### src/rtl/aes3_tx.sv
// AES3/SPDIF transmitter: buffers one 24-bit stereo pair, builds 32-slot subframes
// and biphase-mark encodes them onto one line. Uses X/Y/Z preambles and 192-frame blocks.
module aes3_tx #(
  parameter int CLK_DIV   = 8,
  parameter int DIV_WIDTH = 8
) (
  input  logic        clk,
  input  logic        reset,
  input  logic [23:0] sample_l,
  input  logic [23:0] sample_r,
  input  logic        in_v,
  input  logic        in_u,
  input  logic        in_c,
  input  logic        in_valid,
  output logic        in_ready,
  output logic        aes3,
  output logic        bsync,
  output logic        lrck,
  output logic        underrun
);

  // Preamble patterns, bit i = level of UI i before polarity correction.
  localparam logic [7:0] PRE_Z = 8'b0001_0111;
  localparam logic [7:0] PRE_X = 8'b0100_0111;
  localparam logic [7:0] PRE_Y = 8'b0010_0111;

  // Slots 4..31 packed LSB-first: audio[23:0], V, U, C, even parity.
  function automatic logic [27:0] make_word(input logic [23:0] audio,
                                            input logic v, input logic u, input logic c);
    logic [26:0] d;
    d = {c, u, v, audio};
    return {^d, d};
  endfunction

  localparam logic [27:0] UNDER_WORD = 28'h9000000;

  logic [DIV_WIDTH-1:0] div_q, div_d;
  logic [5:0]  ui_q, ui_d;
  logic        sub_b_q, sub_b_d;
  logic [7:0]  frame_q, frame_d;
  logic        full_q, full_d;
  logic [23:0] buf_l_q, buf_l_d, buf_r_q, buf_r_d;
  logic [2:0]  buf_vuc_q, buf_vuc_d;
  logic [27:0] a_q, a_d, b_q, b_d;
  logic        level_q, level_d;
  logic        pol_q, pol_d;
  logic        bsync_q, bsync_d;
  logic        lrck_q, lrck_d;
  logic        underrun_q, underrun_d;

  logic       tick, load, accept, pol_now, cur_bit;
  logic [7:0] pre_pat;
  logic [27:0] load_word_a, load_word_b;

  assign tick    = (div_q == DIV_WIDTH'(CLK_DIV - 1));
  assign load    = tick && (ui_q == 6'd0) && !sub_b_q;
  assign accept  = in_valid && !full_q;
  assign pol_now = (ui_q == 6'd0) ? level_q : pol_q;
  assign cur_bit = sub_b_q ? b_q[0] : a_q[0];
  assign pre_pat = sub_b_q ? PRE_Y : ((frame_q == 8'd0) ? PRE_Z : PRE_X);

  assign load_word_a = full_q ? make_word(buf_l_q, buf_vuc_q[0], buf_vuc_q[1], buf_vuc_q[2])
                              : UNDER_WORD;
  assign load_word_b = full_q ? make_word(buf_r_q, buf_vuc_q[0], buf_vuc_q[1], buf_vuc_q[2])
                              : UNDER_WORD;

  always_comb begin
    // NOTE: every next-state signal is defaulted first so no latch can be inferred.
    div_d      = tick ? '0 : div_q + DIV_WIDTH'(1);
    ui_d       = ui_q;
    sub_b_d    = sub_b_q;
    frame_d    = frame_q;
    full_d     = accept || (full_q && !load);
    buf_l_d    = buf_l_q;
    buf_r_d    = buf_r_q;
    buf_vuc_d  = buf_vuc_q;
    a_d        = a_q;
    b_d        = b_q;
    level_d    = level_q;
    pol_d      = pol_q;
    bsync_d    = bsync_q;
    lrck_d     = lrck_q;
    underrun_d = load && !full_q;

    if (accept) begin
      buf_l_d   = sample_l;
      buf_r_d   = sample_r;
      buf_vuc_d = {in_c, in_u, in_v};
    end

    if (tick) begin
      ui_d = ui_q + 6'd1;
      if (ui_q == 6'd63) begin
        sub_b_d = !sub_b_q;
        if (sub_b_q) frame_d = (frame_q == 8'd191) ? 8'd0 : frame_q + 8'd1;
      end

      // Preamble UIs carry raw levels; data UIs toggle at slot start, again for a 1.
      if (ui_q < 6'd8)      level_d = pre_pat[ui_q[2:0]] ^ pol_now;
      else if (!ui_q[0])    level_d = !level_q;
      else                  level_d = level_q ^ cur_bit;

      if (ui_q == 6'd0) begin
        pol_d   = level_q;
        lrck_d  = !sub_b_q;
        bsync_d = (frame_q == 8'd0);
      end

      if (ui_q[0] && ui_q >= 6'd9) begin
        if (sub_b_q) b_d = b_q >> 1;
        else         a_d = a_q >> 1;
      end
    end

    if (load) begin
      a_d = load_word_a;
      b_d = load_word_b;
    end
  end

  always_ff @(posedge clk or negedge reset) begin
    // NOTE: the data registers are reset too, so the line restarts cleanly on reset.
    if (!reset) begin
      div_q      <= '0;
      ui_q       <= '0;
      sub_b_q    <= 1'b0;
      frame_q    <= '0;
      full_q     <= 1'b0;
      buf_l_q    <= '0;
      buf_r_q    <= '0;
      buf_vuc_q  <= '0;
      a_q        <= '0;
      b_q        <= '0;
      level_q    <= 1'b0;
      pol_q      <= 1'b0;
      bsync_q    <= 1'b0;
      lrck_q     <= 1'b0;
      underrun_q <= 1'b0;
    end else begin
      // NOTE: non-blocking assignments keep every register sampling pre-edge values.
      div_q      <= div_d;
      ui_q       <= ui_d;
      sub_b_q    <= sub_b_d;
      frame_q    <= frame_d;
      full_q     <= full_d;
      buf_l_q    <= buf_l_d;
      buf_r_q    <= buf_r_d;
      buf_vuc_q  <= buf_vuc_d;
      a_q        <= a_d;
      b_q        <= b_d;
      level_q    <= level_d;
      pol_q      <= pol_d;
      bsync_q    <= bsync_d;
      lrck_q     <= lrck_d;
      underrun_q <= underrun_d;
    end
  end

  assign aes3     = level_q;
  assign in_ready = !full_q;
  assign bsync    = bsync_q;
  assign lrck     = lrck_q;
  assign underrun = underrun_q;

endmodule

### config.mk
export PLATFORM = sky130hd
export DESIGN_NAME = aes3_tx
export DESIGN_NICKNAME = d
export VERILOG_FILES = /design/src/rtl/aes3_tx.sv
export SDC_FILE = /design/constraint.sdc
export NUM_CORES = 1
export LEC_CHECK = 0
export ABC_AREA = 1
export CELL_PAD_IN_SITES_DETAIL_PLACEMENT = 1
export CELL_PAD_IN_SITES_GLOBAL_PLACEMENT = 1
export CORE_ASPECT_RATIO = 2
export CORE_UTILIZATION = 43
export CTS_BUF_LIST = sky130_fd_sc_hd__clkbuf_16
export CTS_CLUSTER_SIZE = 20
export DETAILED_ROUTE_END_ITERATION = 8
export PLACE_DENSITY = 0.81
export SLEW_MARGIN = 20
export SYNTH_ARGS = -nofsm -noshare
export SYNTH_HDL_FRONTEND = slang
export SYNTH_SLANG_ARGS = --single-unit
### constraint.sdc
create_clock -name clk -period 2.4 [get_ports clk]
set_input_delay 0.72 -clock clk [delete_from_list [all_inputs] [get_ports clk]]
set_output_delay 0.72 -clock clk [all_outputs]
set_load 0.02 [all_outputs]
==> run_1/power_grid.png <==
Pins as bars on the die edge.
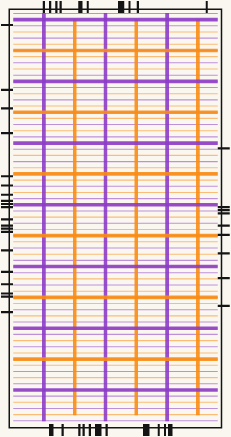
legend:
  VDD:
    colour: orange
  VSS:
    colour: purple
met1 rails: 67
met5 straps: 13
met4 straps: 6
signal pins: 59
rows: 66
Core Area: 16,200 um^2
DIE WIDTH: 92.9 um

==> run_1/placement_by_type.png <==
Bar = 20 um.
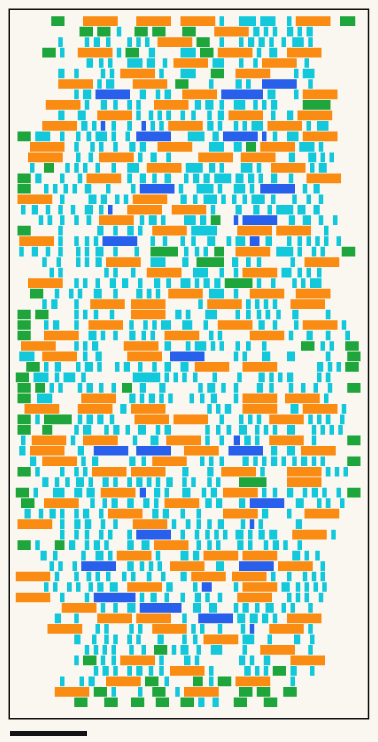
legend:
  flops:
    colour: orange
    cells: 136
  clock drivers and dummy loads:
    colour: blue
    cells: 31
  other buffers and delay cells:
    colour: green
    cells: 73
  combinational and other logic:
    colour: cyan
    cells: 768
post-route cell area: 8520 um^2
Std-Cell Rows: 66

==> run_1/clk_routes.png <==
Bar = 20 um.
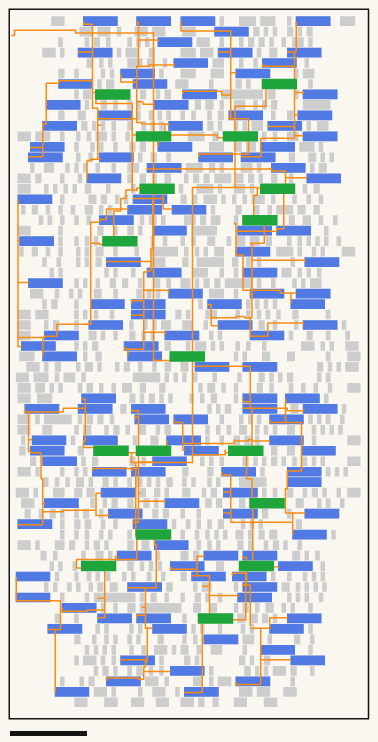
legend:
  clock wires:
    colour: orange
    length: 1,910 um
  flip-flops:
    colour: blue
    count: 136
  clock drivers:
    colour: green
    count: 17
routed clock nets: 18
clk latency late pin: 430 ps
Max Clock Skew: 6.31 ps
clock network fraction of total power: 0.337
clock group total power: 0.00258 W

==> flow_metrics.py, run 1 <==
# Generated from Yosys and OpenROAD reports
metrics = {
    "synthesis": {
        "syn_nets": 996,
        "avgSynthCellArea_um2": 7.59,
        "edf_count": 0,
        "top_cell": "nand2_1",
        "top_area_frac": 0.479,
        "yosys_warnings": 0,
        "ys_cells": 936,
        "top_area_cell": "dfrtp_1",
        "synth_cells": 936,
        "ys.flop_type": "dfrtp_1",
        "async_reset_ff_frac": 1.00,
        "top_cells_by_area": "dfrtp_1, nand2_1, inv_1",
        "ys_area_um2": 7100,
        "yosysUniqueCellTypes": 35,
        "ys_seq_elements": 136,
        "synthTopCellsByCount": "nand2_1, inv_1, dfrtp_1",
        "synth_area_um2": 7100,
        "ys_seq_share": 0.479,
    },
    "route": {
        "wirelength_um": 18400,
        "drtIter0Drc": 223,
        "wl_per_cell_um": 15.1,
        "dr.pass1.iters": 4,
        "num_vias": 6190,
        "remaining_drc_errors": 0,
        "dr_wl_met2_um": 10600,
    },
    "worst_setup_path": {
        "cp_max_fo": 5,
        "worst_setup_path_start_kind": "flop",
        "end_kind": "output port",
        "reg2reg_from": "ui_q[0]$_DFFE_PN0N_",
        "r2r_slack_ps": 220,
        "setup.worst_path.end": "aes3",
        "cp.required_ps": 1680,
        "crit_chain": "clkdlybuf4s50_1",
        "cp.arrival_ps": 1550,
        "crit_start": "aes3$_DFFE_PN0N_",
        "ff2ff_path_depth": 12,
        "critical-path-max-stage-delay_ps": 660,
        "rr_endpoint": "b_q[3]$_DFFE_PN0P_",
        "cp_slowest_cell": "clkdlybuf4s50_1",
        "crit_type": "reg2out",
        "critPathTopFamily": "buffers and inverters",
        "path_depth": 1,
    },
    "power": {
        "vdd_ir_drop_max_mv": 0.566,
        "leakagePower_nw": 4.35,
        "finalPower_w": 0.00766,
        "power.density_nw_per_um2": 899,
    },
    "die": {
        "io_pins": 59,
        "tap_cells": 204,
        "die-area_um2": 17100,
        "fp_util": 0.439,
    },
    "cells_and_area": {
        "final_util": 0.526,
        "logic_gate_count": 619,
        "mi_logic_area_um2": 2960,
        "buffers": 73,
        "largest_class": "registers",
        "mostFrequentLayoutCell": "nand2_1",
        "clk_share": 0.0666,
        "nFillCells": 2082,
        "nNetsFinal": 1056,
        "n_antenna_cell": 0,
        "final_cell_mix": "nand2_1, inv_1, dfrtp_1",
        "ff_latch_area_um2": 3400,
        "seq_share": 0.400,
        "stdcell_count": 1212,
        "area_growth_pct": 19.9,
        "final-nonclk-buf-share": 0.0904,
        "inv_count": 149,
        "ff_count": 136,
        "largestRegisters": "a_q x28, b_q x28",
        "clockBufferCount": 17,
    },
    "sta": {
        "final.setup.tns_ps": 0,
        "fin_crit_sh": 0.946,
        "holdWs_ps": 220,
        "slew_violations": 0,
        "tightestPinTransition_ps": 521,
        "rsz0062_at_grt": "no",
        "finalHoldViolations": 0,
        "fmaxAchievable_mhz": 441,
        "min_period_ps": 2270,
        "layout_setup_ws_ps": 130,
        "setup_violations": 0,
        "slew_headroom": 0.653,
    },
    "clock_tree": {
        "cts-resized-gates": 0,
        "post_cts_buffers": 0,
        "cts_hold_buf": 0,
        "path_clk_slew_ps": 60,
        "cts_buffers": 17,
        "root_buffer": "clkbuf_16",
        "cts_sinks": 136,
        "htree_levels": 4,
        "cts_tree": "done",
    },
    "run": {
        "cap_violations": 0,
        "tool_warnings": 29,
    },
    "placement": {
        "preCtsSetupSlack_ps": 255,
        "place_hpwl_um": 13000,
        "place.gp.congestion": 0.831,
        "placed_cell_area_um2": 7940,
        "placed_cells": 1180,
        "io_buffers": 58,
    },
    "grt": {
        "overflow": 0,
        "grt.total_usage": 0.233,
        "grt_pass1_wl_um": 30900,
        "grt_start_max_net_pins": 54,
    },
    "status": {
        "run_status": "finished clean",
    },
    "worst_hold_path": {
        "hold_path_class": "in2async",
    },
}
run 1: cell families after synthesis:
logic type | Yosys count | share of synthesized area
multiplexers | 7 | 0.0111
buffers and inverters | 181 | 0.105
flip-flops | 136 | 0.479
XOR/XNOR | 19 | 0.0234
AND-OR/OR-AND | 169 | 0.130
adder cells (fa/ha/maj) | 6 | 0.0106
AND/OR/NAND/NOR | 418 | 0.241
run 1: metal layers:
layer | vias to the layer above | global-route usage
met5 | - | 0
met4 | 0 | 0.0966
met3 | 29 | 0.0335
met2 | 75 | 0.455
met1 | 3030 | 0.239
li1 | 3056 | -
run 1: report_power, final:
part	switching, W	total (W)	internal [W]
sequential	0.000254	0.00284	0.00258
combinational	0.00145	0.00224	0.000797
clock	0.000985	0.00258	0.00159
==> run 2: changes to the inputs <==
--- a/config.mk
+++ b/config.mk
@@ -5,11 +5,11 @@
 export SDC_FILE = /design/constraint.sdc
 export NUM_CORES = 1
 export LEC_CHECK = 0
-export ABC_AREA = 1
 export CELL_PAD_IN_SITES_DETAIL_PLACEMENT = 1
 export CELL_PAD_IN_SITES_GLOBAL_PLACEMENT = 1
 export CORE_ASPECT_RATIO = 2
-export CORE_UTILIZATION = 43
+export CORE_MARGIN = 3
+export CORE_UTILIZATION = 46
 export CTS_BUF_LIST = sky130_fd_sc_hd__clkbuf_16
 export CTS_CLUSTER_SIZE = 20
 export DETAILED_ROUTE_END_ITERATION = 8
==> run_2/placement_by_type.png <==
Bar = 20 um.
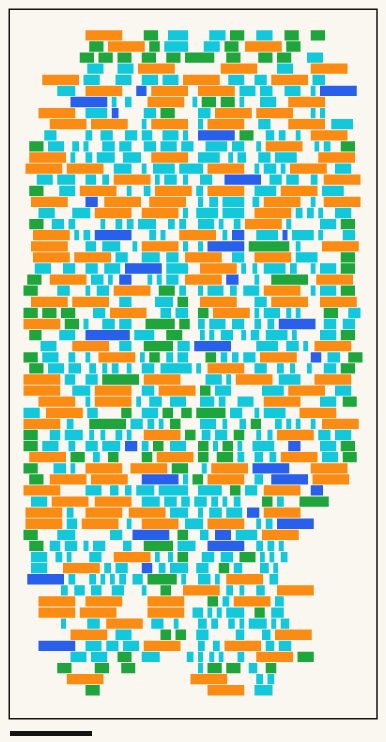
legend:
  clock drivers and dummy loads:
    colour: blue
    cells: 32
  other buffers and delay cells:
    colour: green
    cells: 106
  flops:
    colour: orange
    cells: 136
  combinational and other logic:
    colour: cyan
    cells: 413
Std-Cell Rows: 60
fin util: 0.626
Core Area: 13,600 um^2
flop share of the area: 0.400

==> run_2/clocks.png <==
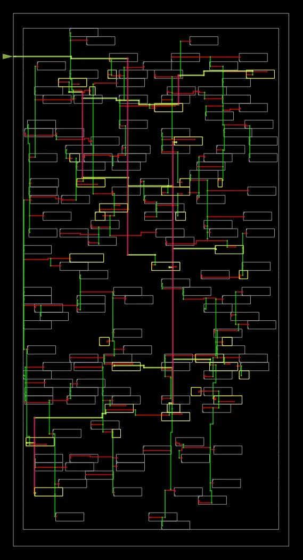
number of sequential cells: 136
# clock sinks: 136

==> run 2 against run 1 <==
The run now ends with negative setup slack left. Hold slack got worse by 90 ps. Highest routed layer unchanged. Area after synthesis is 9.1% lower. Largest power group is now combinational cells. Synthesized cell count down 38%. Critical path depth grew 6. Largest cell class unchanged.
==> flow_metrics.py, run 2 <==
# Generated from Yosys and OpenROAD reports
metrics = {
    "synthesis": {
        "ys_area_um2": 6450,
        "avgSynthCellArea_um2": 11.1,
        "ys_seq_elements": 136,
        "top_area_frac": 0.527,
        "synth_cells": 581,
        "yosys.area_share.simple": 0.0973,
        "yosys_warnings": 0,
        "synthTopCellsByCount": "dfrtp_1, mux2_2, nand2_1",
        "edf_count": 0,
        "synth_area_um2": 6450,
        "syn_nets": 641,
        "mux_share": 0.138,
        "top_cell": "dfrtp_1",
        "ys_cells": 581,
        "synthAoiAreaFrac": 0.106,
        "ys_seq_share": 0.527,
        "ys_top_logic_family": "multiplexers",
        "top_area_cell": "dfrtp_1",
        "top_cells_by_area": "dfrtp_1, mux2_2, xnor2_1",
        "yosysUniqueCellTypes": 43,
        "async_reset_ff_frac": 1.00,
        "ys.flop_type": "dfrtp_1",
        "xor_share": 0.0882,
        "yosys.area_share.adder": 0.0116,
    },
    "sta": {
        "clock-skew-final_ps": 11.8,
        "fin_crit_sh": 1.03,
        "slew_violations": 0,
        "layout_setup_ws_ps": -80.4,
        "fmaxAchievable_mhz": 403,
        "tightestPinTransition_ps": 587,
        "setup_violations": 30,
        "slew_headroom": 0.608,
        "min_period_ps": 2480,
        "finalHoldViolations": 0,
        "rsz0062_at_grt": "yes",
        "holdWs_ps": 130,
        "final.setup.tns_ps": -755,
    },
    "cells_and_area": {
        "largestRegisters": "a_q x28, b_q x28",
        "finalInstanceArea_um2": 8500,
        "n_antenna_cell": 0,
        "nNetsFinal": 734,
        "final_cell_mix": "dfrtp_1, nand2_1, xnor2_1, mux2_2, clkdlybuf4s50_1",
        "nFillCells": 1360,
        "drive_above_1_share": 0.300,
        "area_growth_pct": 31.8,
        "stdcell_count": 873,
        "mostFrequentLayoutCell": "dfrtp_1",
    },
    "route": {
        "avgViaCountPerCell": 5.57,
        "dr.pass1.iters": 4,
        "dr_wl_met2_um": 10900,
        "wl_met1_um": 7040,
        "antenna_left": 0,
        "remaining_drc_errors": 0,
        "drtIter0Drc": 235,
        "num_vias": 4860,
        "highest_layer": "met4",
        "wl_per_cell_um": 22.0,
        "wirelength_um": 19200,
        "route.met3.wl_um": 503,
    },
    "grt": {
        "use_met1": 0.244,
        "overflow": 0,
        "grt_pass1_vias": 5421,
        "grt.met3_usage": 0.0530,
        "grt.total_usage": 0.235,
        "grt_start_max_net_pins": 66,
        "met2_usage": 0.438,
        "grt-busiest-layer": "met2",
        "antenna_found_initial": 0,
        "grt_pass1_wl_um": 28500,
    },
    "power": {
        "seqPwrFrac": 0.353,
        "finalPower_w": 0.0102,
        "pwr-share-clk": 0.253,
        "power.density_nw_per_um2": 1200,
        "switchingPower_w": 0.00382,
        "comb_power_w": 0.00401,
        "internal_power_w": 0.00637,
        "maxPowerGroup": "combinational cells",
        "p_sw_frac": 0.375,
        "seq_power_w": 0.00360,
        "p_comb_frac": 0.394,
        "p_clk_w": 0.00258,
        "leakagePower_nw": 3.63,
    },
    "worst_setup_path": {
        "cpMostUsedCell": "or3_4",
        "crit_start": "div_q[6]$_DFF_PN0_",
        "reg2reg_from": "div_q[6]$_DFF_PN0_",
        "cp_max_fo": 14,
        "ff2ff_path_depth": 7,
        "critPathTopFamily": "simple AND/OR/NAND/NOR gates",
        "path_buffers": 2,
        "cp.required_ps": 2730,
        "rr_endpoint": "b_q[27]$_DFFE_PN0P_",
        "critical-path-max-stage-delay_ps": 540,
        "end_kind": "flop",
        "cp.arrival_ps": 2810,
        "worst_setup_path_start_kind": "flop",
        "cp_slowest_cell": "or4_4",
        "crit_chain": "or4_4, or3_4, or3_4, buf_12, buf_6, nand2b_4, o211ai_1",
        "path_depth": 7,
        "crit_type": "reg2reg",
        "r2r_slack_ps": -80,
        "setup.worst_path.end": "b_q[27]$_DFFE_PN0P_",
    },
    "run": {
        "tool_warnings": 32,
        "cap_violations": 0,
    },
    "die": {
        "die-area_um2": 15600,
        "fp_util": 0.475,
        "io_pins": 59,
    },
    "status": {
        "run_status": "finished with violations",
        "violations": "negative setup slack",
    },
    "placement": {
        "preCtsSetupSlack_ps": -357,
        "place_hpwl_um": 10600,
        "placed_cell_area_um2": 7550,
        "placed_cells": 826,
        "place.gp.congestion": 0.798,
        "io_buffers": 58,
    },
    "clock_tree": {
        "cts_tree": "done",
        "cts.path.max_buffers": 2,
        "clk_latency_ps": 440,
        "htree_levels": 4,
        "cts_buffers": 17,
        "path_clk_slew_ps": 70,
        "root_buffer": "clkbuf_16",
        "cts_hold_buf": 0,
    },
    "worst_hold_path": {
        "hold_path_class": "in2async",
    },
}
==> run_2/power_grid.png <==
Pins as bars on the die edge.
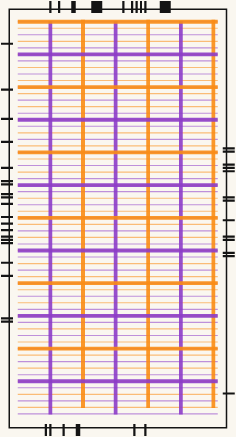
legend:
  VDD:
    colour: orange
  VSS:
    colour: purple
rows: 60
met1 rails: 61
met5 straps: 12
signal pins: 59
Max IR drop VDD: 0.939 mV
chip height: 174 um
DIE WIDTH: 89.8 um

-- run 2: cell types whose count changed after synthesis, moves of 26 or more --
cell     delta
o22ai_1    -40
a21oi_1    -26
mux2_2     +70
nor2_1     -50
inv_1     -134
nand2_1   -215
xnor2_1    +49
-- run 2: repair_timing --
item                                    CTS  global route
gates resized                            17            38
pin swaps                                 4            16
gates cloned                              2             3
endpoints found under the setup margin   68            56
buffers inserted                          4             6
-- run 2: layout make-up --
type / count / area, um^2 / area share
Clock buffer: 17 / 425 / 0.0500
Clock inverter: 15 / 143 / 0.0168
Inverter: 11 / 41.3 / 0.00486
Multi-Input combinational cell: 402 / 3140 / 0.369
Sequential cell: 136 / 3400 / 0.400
Tap cell: 186 / 233 / 0.0274
Timing Repair Buffer: 106 / 1120 / 0.132
Power is estimated from default activity; no workload was simulated.
